==> images/drive_strength.png <==
Drawn at 4 px/µm.
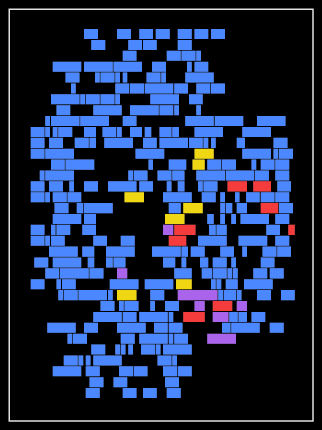
==> images/gate_families.png <==
Drawn at 4 px/µm.
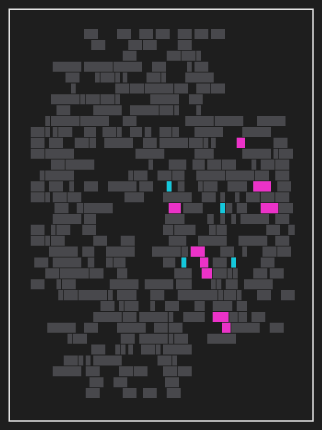
==> images/port_nets.png <==
Drawn at 3 px/µm.
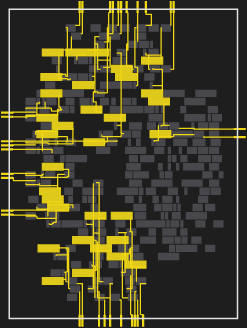
==> images/pins.png <==
Drawn at 4 px/µm. Pins as bars across the die edge, other pins in gray.
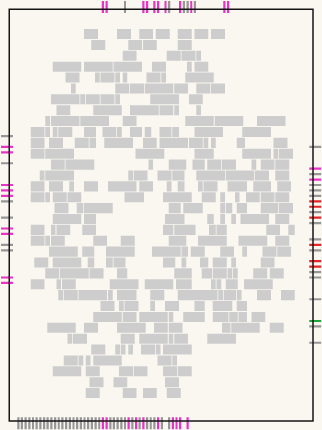
$ cat config.mk
export PLATFORM = sky130hd
export DESIGN_NAME = cont_read_seq_write_regfile
export DESIGN_NICKNAME = d
export VERILOG_FILES = /design/src/rtl/regfile_pkg.sv /design/src/rtl/regfile_addr_ptr.sv /design/src/rtl/cont_read_seq_write_regfile.sv
export SDC_FILE = /design/constraint.sdc
export NUM_CORES = 1
export LEC_CHECK = 0
export CAP_MARGIN = 20
export CORE_ASPECT_RATIO = 1.4
export CORE_MARGIN = 4
export CORE_UTILIZATION = 35
export DETAILED_ROUTE_END_ITERATION = 6
export GPL_ROUTABILITY_DRIVEN = 0
export PLACE_DENSITY = 0.69
export SLEW_MARGIN = 20
export SYNTH_ARGS = -nofsm -noshare
export SYNTH_HDL_FRONTEND = slang
export SYNTH_SLANG_ARGS = --single-unit
$ cat constraint.sdc
create_clock -name iClk -period 6.6 [get_ports iClk]
set_clock_uncertainty 0.15 [all_clocks]
set_input_delay 1.32 -clock iClk [delete_from_list [all_inputs] [get_ports iClk]]
set_output_delay 1.32 -clock iClk [all_outputs]
set_load 0.01 [all_outputs]
$ cat src/rtl/regfile_pkg.sv
// Shared types and constants for the IIC burst register file.
// Access type per register is resolved at elaboration from the RO/W1C masks.
package regfile_pkg;

  localparam logic [5:0]  DEF_BASE_ADDR = 6'h30;
  localparam logic [63:0] OOR_READ_VAL  = '1;

  typedef enum logic [1:0] {
    ACC_RW,
    ACC_RO,
    ACC_W1C
  } accType_t;

  // RO wins when a register is flagged in both masks.
  function automatic accType_t accessType(input logic isRo, input logic isW1c);
    if (isRo)  return ACC_RO;
    if (isW1c) return ACC_W1C;
    return ACC_RW;
  endfunction

endpackage

$ cat src/rtl/regfile_addr_ptr.sv
// Auto-incrementing address pointer with range check, wrap and sticky address error.
// Effective address is combinational; pointer and error update on the access edge.
module regfile_addr_ptr
  import regfile_pkg::*;
#(
  parameter int                ADDR_W    = 6,
  parameter int                NUM_REGS  = 4,
  parameter logic [ADDR_W-1:0] BASE_ADDR = ADDR_W'(DEF_BASE_ADDR),
  parameter int                IDX_W     = 2
) (
  input  logic              iClk,
  input  logic              iRst_n,
  input  logic              iStart,
  input  logic              iAccess,
  input  logic [ADDR_W-1:0] ivAddress,
  output logic              oInRange,
  output logic [IDX_W-1:0]  ovIndex,
  output logic [ADDR_W-1:0] ovPointer,
  output logic              oAddrErr
);

  localparam logic [ADDR_W:0]   LAST_EXT = {1'b0, BASE_ADDR} + (ADDR_W+1)'(NUM_REGS - 1);
  localparam logic [ADDR_W-1:0] LAST     = LAST_EXT[ADDR_W-1:0];

  logic [ADDR_W-1:0] effAddr;

  assign effAddr  = (iStart && iAccess) ? ivAddress : ovPointer;
  assign oInRange = (effAddr >= BASE_ADDR) && ({1'b0, effAddr} <= LAST_EXT);
  assign ovIndex  = IDX_W'(effAddr - BASE_ADDR);

  always_ff @(posedge iClk) begin
    if (!iRst_n) begin
      ovPointer <= BASE_ADDR;
      oAddrErr  <= 1'b0;
    end else if (iAccess) begin
      if (oInRange) begin
        ovPointer <= (effAddr == LAST) ? BASE_ADDR : effAddr + 1'b1;
        if (iStart) oAddrErr <= 1'b0;
      end else begin
        // Park on the bad address so the master can see where it went wrong.
        ovPointer <= effAddr;
        oAddrErr  <= 1'b1;
      end
    end else if (iStart) begin
      ovPointer <= ivAddress;
      oAddrErr  <= 1'b0;
    end
  end

endmodule

$ cat src/rtl/cont_read_seq_write_regfile.sv
// NUM_REGS-deep IIC register file with burst pointer, RO status and W1C sticky registers.
// Read data 1 cycle after the access cycle, done pulse 2 cycles after; no backpressure.
module cont_read_seq_write_regfile
  import regfile_pkg::*;
#(
  parameter int                         ADDR_W    = 6,
  parameter int                         DATA_W    = 8,
  parameter int                         NUM_REGS  = 4,
  parameter logic [ADDR_W-1:0]          BASE_ADDR = ADDR_W'(DEF_BASE_ADDR),
  parameter logic [NUM_REGS*DATA_W-1:0] RESET_VAL = '0,
  parameter logic [NUM_REGS-1:0]        RO_MASK   = '0,
  parameter logic [NUM_REGS-1:0]        W1C_MASK  = '0
) (
  input  logic                         iClk,
  input  logic                         iRst_n,
  input  logic                         iRnW,
  input  logic                         iEnable,
  input  logic                         iStart,
  input  logic [ADDR_W-1:0]            ivAddress,
  input  logic [DATA_W-1:0]            ivD,
  input  logic [NUM_REGS*DATA_W-1:0]   ivStatus,
  output logic [NUM_REGS*DATA_W-1:0]   ovRegs,
  output logic [DATA_W-1:0]            ovQ,
  output logic [ADDR_W-1:0]            ovPointer,
  output logic                         oAccessDone,
  output logic                         oAddrErr
);

  localparam int IDX_W = (NUM_REGS > 1) ? $clog2(NUM_REGS) : 1;

  logic             enableQ;
  logic             doneP1;
  logic             accessCycle;
  logic             inRange;
  logic [IDX_W-1:0] regIdx;

  assign accessCycle = iEnable & ~enableQ;

  regfile_addr_ptr #(
    .ADDR_W    (ADDR_W),
    .NUM_REGS  (NUM_REGS),
    .BASE_ADDR (BASE_ADDR),
    .IDX_W     (IDX_W)
  ) uAddrPtr (
    .iClk      (iClk),
    .iRst_n    (iRst_n),
    .iStart    (iStart),
    .iAccess   (accessCycle),
    .ivAddress (ivAddress),
    .oInRange  (inRange),
    .ovIndex   (regIdx),
    .ovPointer (ovPointer),
    .oAddrErr  (oAddrErr)
  );

  always_ff @(posedge iClk) begin
    if (!iRst_n) begin
      enableQ     <= 1'b0;
      doneP1      <= 1'b0;
      oAccessDone <= 1'b0;
    end else begin
      enableQ     <= iEnable;
      doneP1      <= accessCycle;
      oAccessDone <= doneP1;
    end
  end

  always_ff @(posedge iClk) begin
    if (!iRst_n) begin
      ovQ <= '0;
    end else if (accessCycle && iRnW) begin
      ovQ <= inRange ? ovRegs[regIdx*DATA_W +: DATA_W] : OOR_READ_VAL[DATA_W-1:0];
    end
  end

  for (genvar i = 0; i < NUM_REGS; i++) begin : gReg
    localparam accType_t ACC = accessType(RO_MASK[i], W1C_MASK[i]);

    logic [DATA_W-1:0] regQ;
    logic [DATA_W-1:0] stat;
    logic              wrHit;

    assign stat  = ivStatus[i*DATA_W +: DATA_W];
    assign wrHit = accessCycle && !iRnW && inRange && (regIdx == IDX_W'(i));

    // A hardware set in the same cycle as a W1C clear keeps the bit set.
    always_ff @(posedge iClk) begin
      if (!iRst_n) begin
        regQ <= RESET_VAL[i*DATA_W +: DATA_W];
      end else begin
        case (ACC)
          ACC_RO:  regQ <= stat;
          ACC_W1C: regQ <= wrHit ? ((regQ & ~ivD) | stat) : (regQ | stat);
          default: if (wrHit) regQ <= ivD;
        endcase
      end
    end

    assign ovRegs[i*DATA_W +: DATA_W] = regQ;
  end

endmodule

==> deck_impl_summary.md <==
Synthesis and Place & Route Summary

Synthesis
  – Distinct lib cells: 32
  – Post-synth top flop: dfxtp_1
  – Post-Synth AOI/OAI Area: 7.83%
  – Number of enable flip-flop cells: 0
  – Avg Inst Size Synth: 10.2 µm²
  – Post-Synth XOR/XNOR Area: 0%
  – Syn nets: 273
  – Synth Instances: 220
  – Asr flop ratio synth: 0%
  – Largest logic family: multiplexers
  – Ys cells: 220
  – Synth mux share: 25.7%

Worst setup path
  – Crit path capture type: flip-flop
  – Cell family with most CP delay: buffers and inverters
  – Crit path max fanout: 18
  – Critical Path Max Stage Delay: 0.78 ns
  – CP Launch Type: input pin
  – Worst Path Buf+Inv: 2
  – Data required, critical path: 6.63 ns
  – CP arrival: 3.96 ns
  – Crit path cell chain: clkdlybuf4s50_1, nand3b_4, mux2i_2, buf_4, ha_1, or4b_1, mux2i_1

Power and ir drop
  – Overall power: 0.597 mW
  – Static leakage: 1.19 nW
  – PD cells: 197 mW/mm²

Detailed routing
  – Drt drc: 0
  – ANT nets after route: 0
  – Final wirelength: 5550 µm
  – Via count: 1793
  – Wire per inst: 15.7 µm
  – 1st-iter DRT viols: 74

Clocking
  – Clock sink count: 50
  – Post-CTS sizing: 0
  – Clock buffer depth: 2
  – CTS tree: built
  – TritonCTS Buffers: 5
  – Latency at later pin: 0.31 ns
  – Hold bufs inserted after CTS: 0
  – Worst-path clk slew: 0.10 ns
  – H-tree levels: 2

Min path
  – Class of the worst hold path: reg2reg

Floorplanning
  – Area of the die: 0.00775 mm²
  – Core Region: 0.00621 mm²
  – Initial core utilization: 36.0%

Placement
  – Hpwl dp: 3830 µm
  – Placed Cells: 346
  – Setup slack at placement: 2.30 ns
  – Placed Area: 0.00293 mm²

STA
  – Final setup violation count: 0
  – Final Cycle Share: 59.6%
  – RSZ-0062 raised after global routing: false
  – Post-route setup TNS: 0 ns
  – FMAX: 254 MHz
  – Final Hold Fails: 0
  – Slew @ Worst Pin: 0.892 ns

Job
  – OpenROAD warning count: 59

Global route
  – Antenna violations before repair: 0
  – Congestion Overflow GR: 0
  – Total track usage: 14.7%
  – Vias in the first global route: 1776

Final layout
  – Final nets: 334
  – Fin util: 48.7%

Run status
  – Outcome: complete, no violations
## Picture notes: drive_strength.png
legend:
  red:
    size: drive 2
    cells: 8
    share: 2.8%
  blue:
    size: drive 1 or less
    cells: 260
    share: 92%
  purple:
    size: drive 3 to 4
    cells: 7
    share: 2.5%
  yellow:
    size: drive 6 and up
    cells: 7
    share: 2.5%
final setup margin: 2.67 ns
post-route cell area: 0.00302 mm²
Layout area overhead: 35.3%
Signal buffers: 69

## Picture notes: gate_families.png
legend:
  magenta:
    family: AND and OR gates
    cells: 9
  cyan:
    family: inverters
    cells: 4
Non-Filler Instances: 354
Comb area share: 37.8%

## Picture notes: port_nets.png
legend:
  yellow:
    port: ovRegs
    bits: 32
    direction: output
    edge: 11 north, 10 south, 9 west, 2 east
    end_cells: 32
    wire: 1040 µm
# port buffers: 66
Ports: 99

## Picture notes: pins.png
legend:
  green:
    port: iRnW
    pins: 1
    direction: input
    edge: east
  magenta:
    port: ovRegs
    pins: 32
    direction: output
    edge: 11 north, 10 south, 9 west, 2 east
  red:
    port: ivAddress
    pins: 6
    direction: input
    edge: east
Die X: 75.6 µm
Die Y: 103 µm

synth_stat cells, types with 2 or more instances:
cell / instances / area (µm²)
o21ai_0: 8 / 40.0
and4bb_2: 2 / 25.0
nor2_1: 7 / 26.3
a221oi_1: 9 / 78.8
dlygate4sd1_1: 2 / 17.5
nand2_1: 46 / 173
and2_1: 3 / 18.8
buf_4: 2 / 15.0
dfxtp_1: 50 / 1000
nor3_1: 2 / 10.0
ha_1: 2 / 25.0
nor4b_1: 2 / 17.5
inv_1: 4 / 15.0
mux2i_1: 56 / 561
clkbuf_1: 5 / 18.8
buf_2: 4 / 20.0
placed cells by master, fill, tap and decap left out, types with 2 or more instances in the layout:
| cell | synthesis | routed |
|---|---|---|
| a221oi_1 | 9 | 9 |
| and2_1 | 3 | 3 |
| and4bb_2 | 2 | 2 |
| buf_4 | 2 | 3 |
| clkbuf_8 | 0 | 5 |
| clkdlybuf4s50_1 | 0 | 65 |
| dfxtp_1 | 50 | 50 |
| ha_1 | 2 | 2 |
| inv_1 | 4 | 4 |
| mux2i_1 | 56 | 55 |
| mux2i_2 | 1 | 2 |
| nand2_1 | 46 | 46 |
| nor2_1 | 7 | 7 |
| nor3_1 | 2 | 2 |
| nor4b_2 | 0 | 2 |
| o21ai_0 | 8 | 8 |
cells by family (layout without fill, tap and decap cells):
logic type | count (synthesis) | count (layout)
compound gates | 22 | 22
fa+ha+maj | 2 | 2
buf+inv | 19 | 81
flops | 50 | 50
mux | 57 | 57
simple gates | 70 | 70
routing by layer:
metal / track usage, % / wire [µm] / vias up
li1: - / - / 888
met1: 18.2 / 2380 / 845
met2: 24.1 / 2670 / 50
met3: 4.20 / 365 / 10
met4: 5.38 / 121 / 0
met5: 0 / 0 / -
sequential cells by signal (all words and copies together), names as in the netlist:
signal,cells
ovQ,8
uAddrPtr.ovPointer,6
gReg.regQ,32
oAccessDone,1
doneP1,1
uAddrPtr.oAddrErr,1
enableQ,1
where the power goes:
group	internal, mW	total [mW]	switching (mW)
clock	0.0788	0.193	0.114
sequential	0.311	0.317	0.00625
combinational	0.0437	0.0870	0.0433
total	0.433	0.597	0.163
final cells by class:
cell class / instances / area, µm²
Inverter: 4 / 15.0
Timing Repair Buffer: 69 / 678
Multi-Input combinational cell: 151 / 1140
Tap cell: 72 / 90.1
Clock inverter: 3 / 27.5
Fill cell: 610 / 3190
Clock buffer: 5 / 68.8
Sequential cell: 50 / 1000
path summary, 6_finish.rpt:
check                           cells past startpoint     from               to  slack (ns)
worst max register to register                      6  enableQ  gReg[1].regQ[6]        4.07
worst min register to register                      1   doneP1      oAccessDone        0.30
worst min-delay path                                1   doneP1      oAccessDone        0.30
worst max-delay path                                7   iStart  gReg[1].regQ[6]        2.67
No activity file was given, so power comes from the tool's default toggle rates.
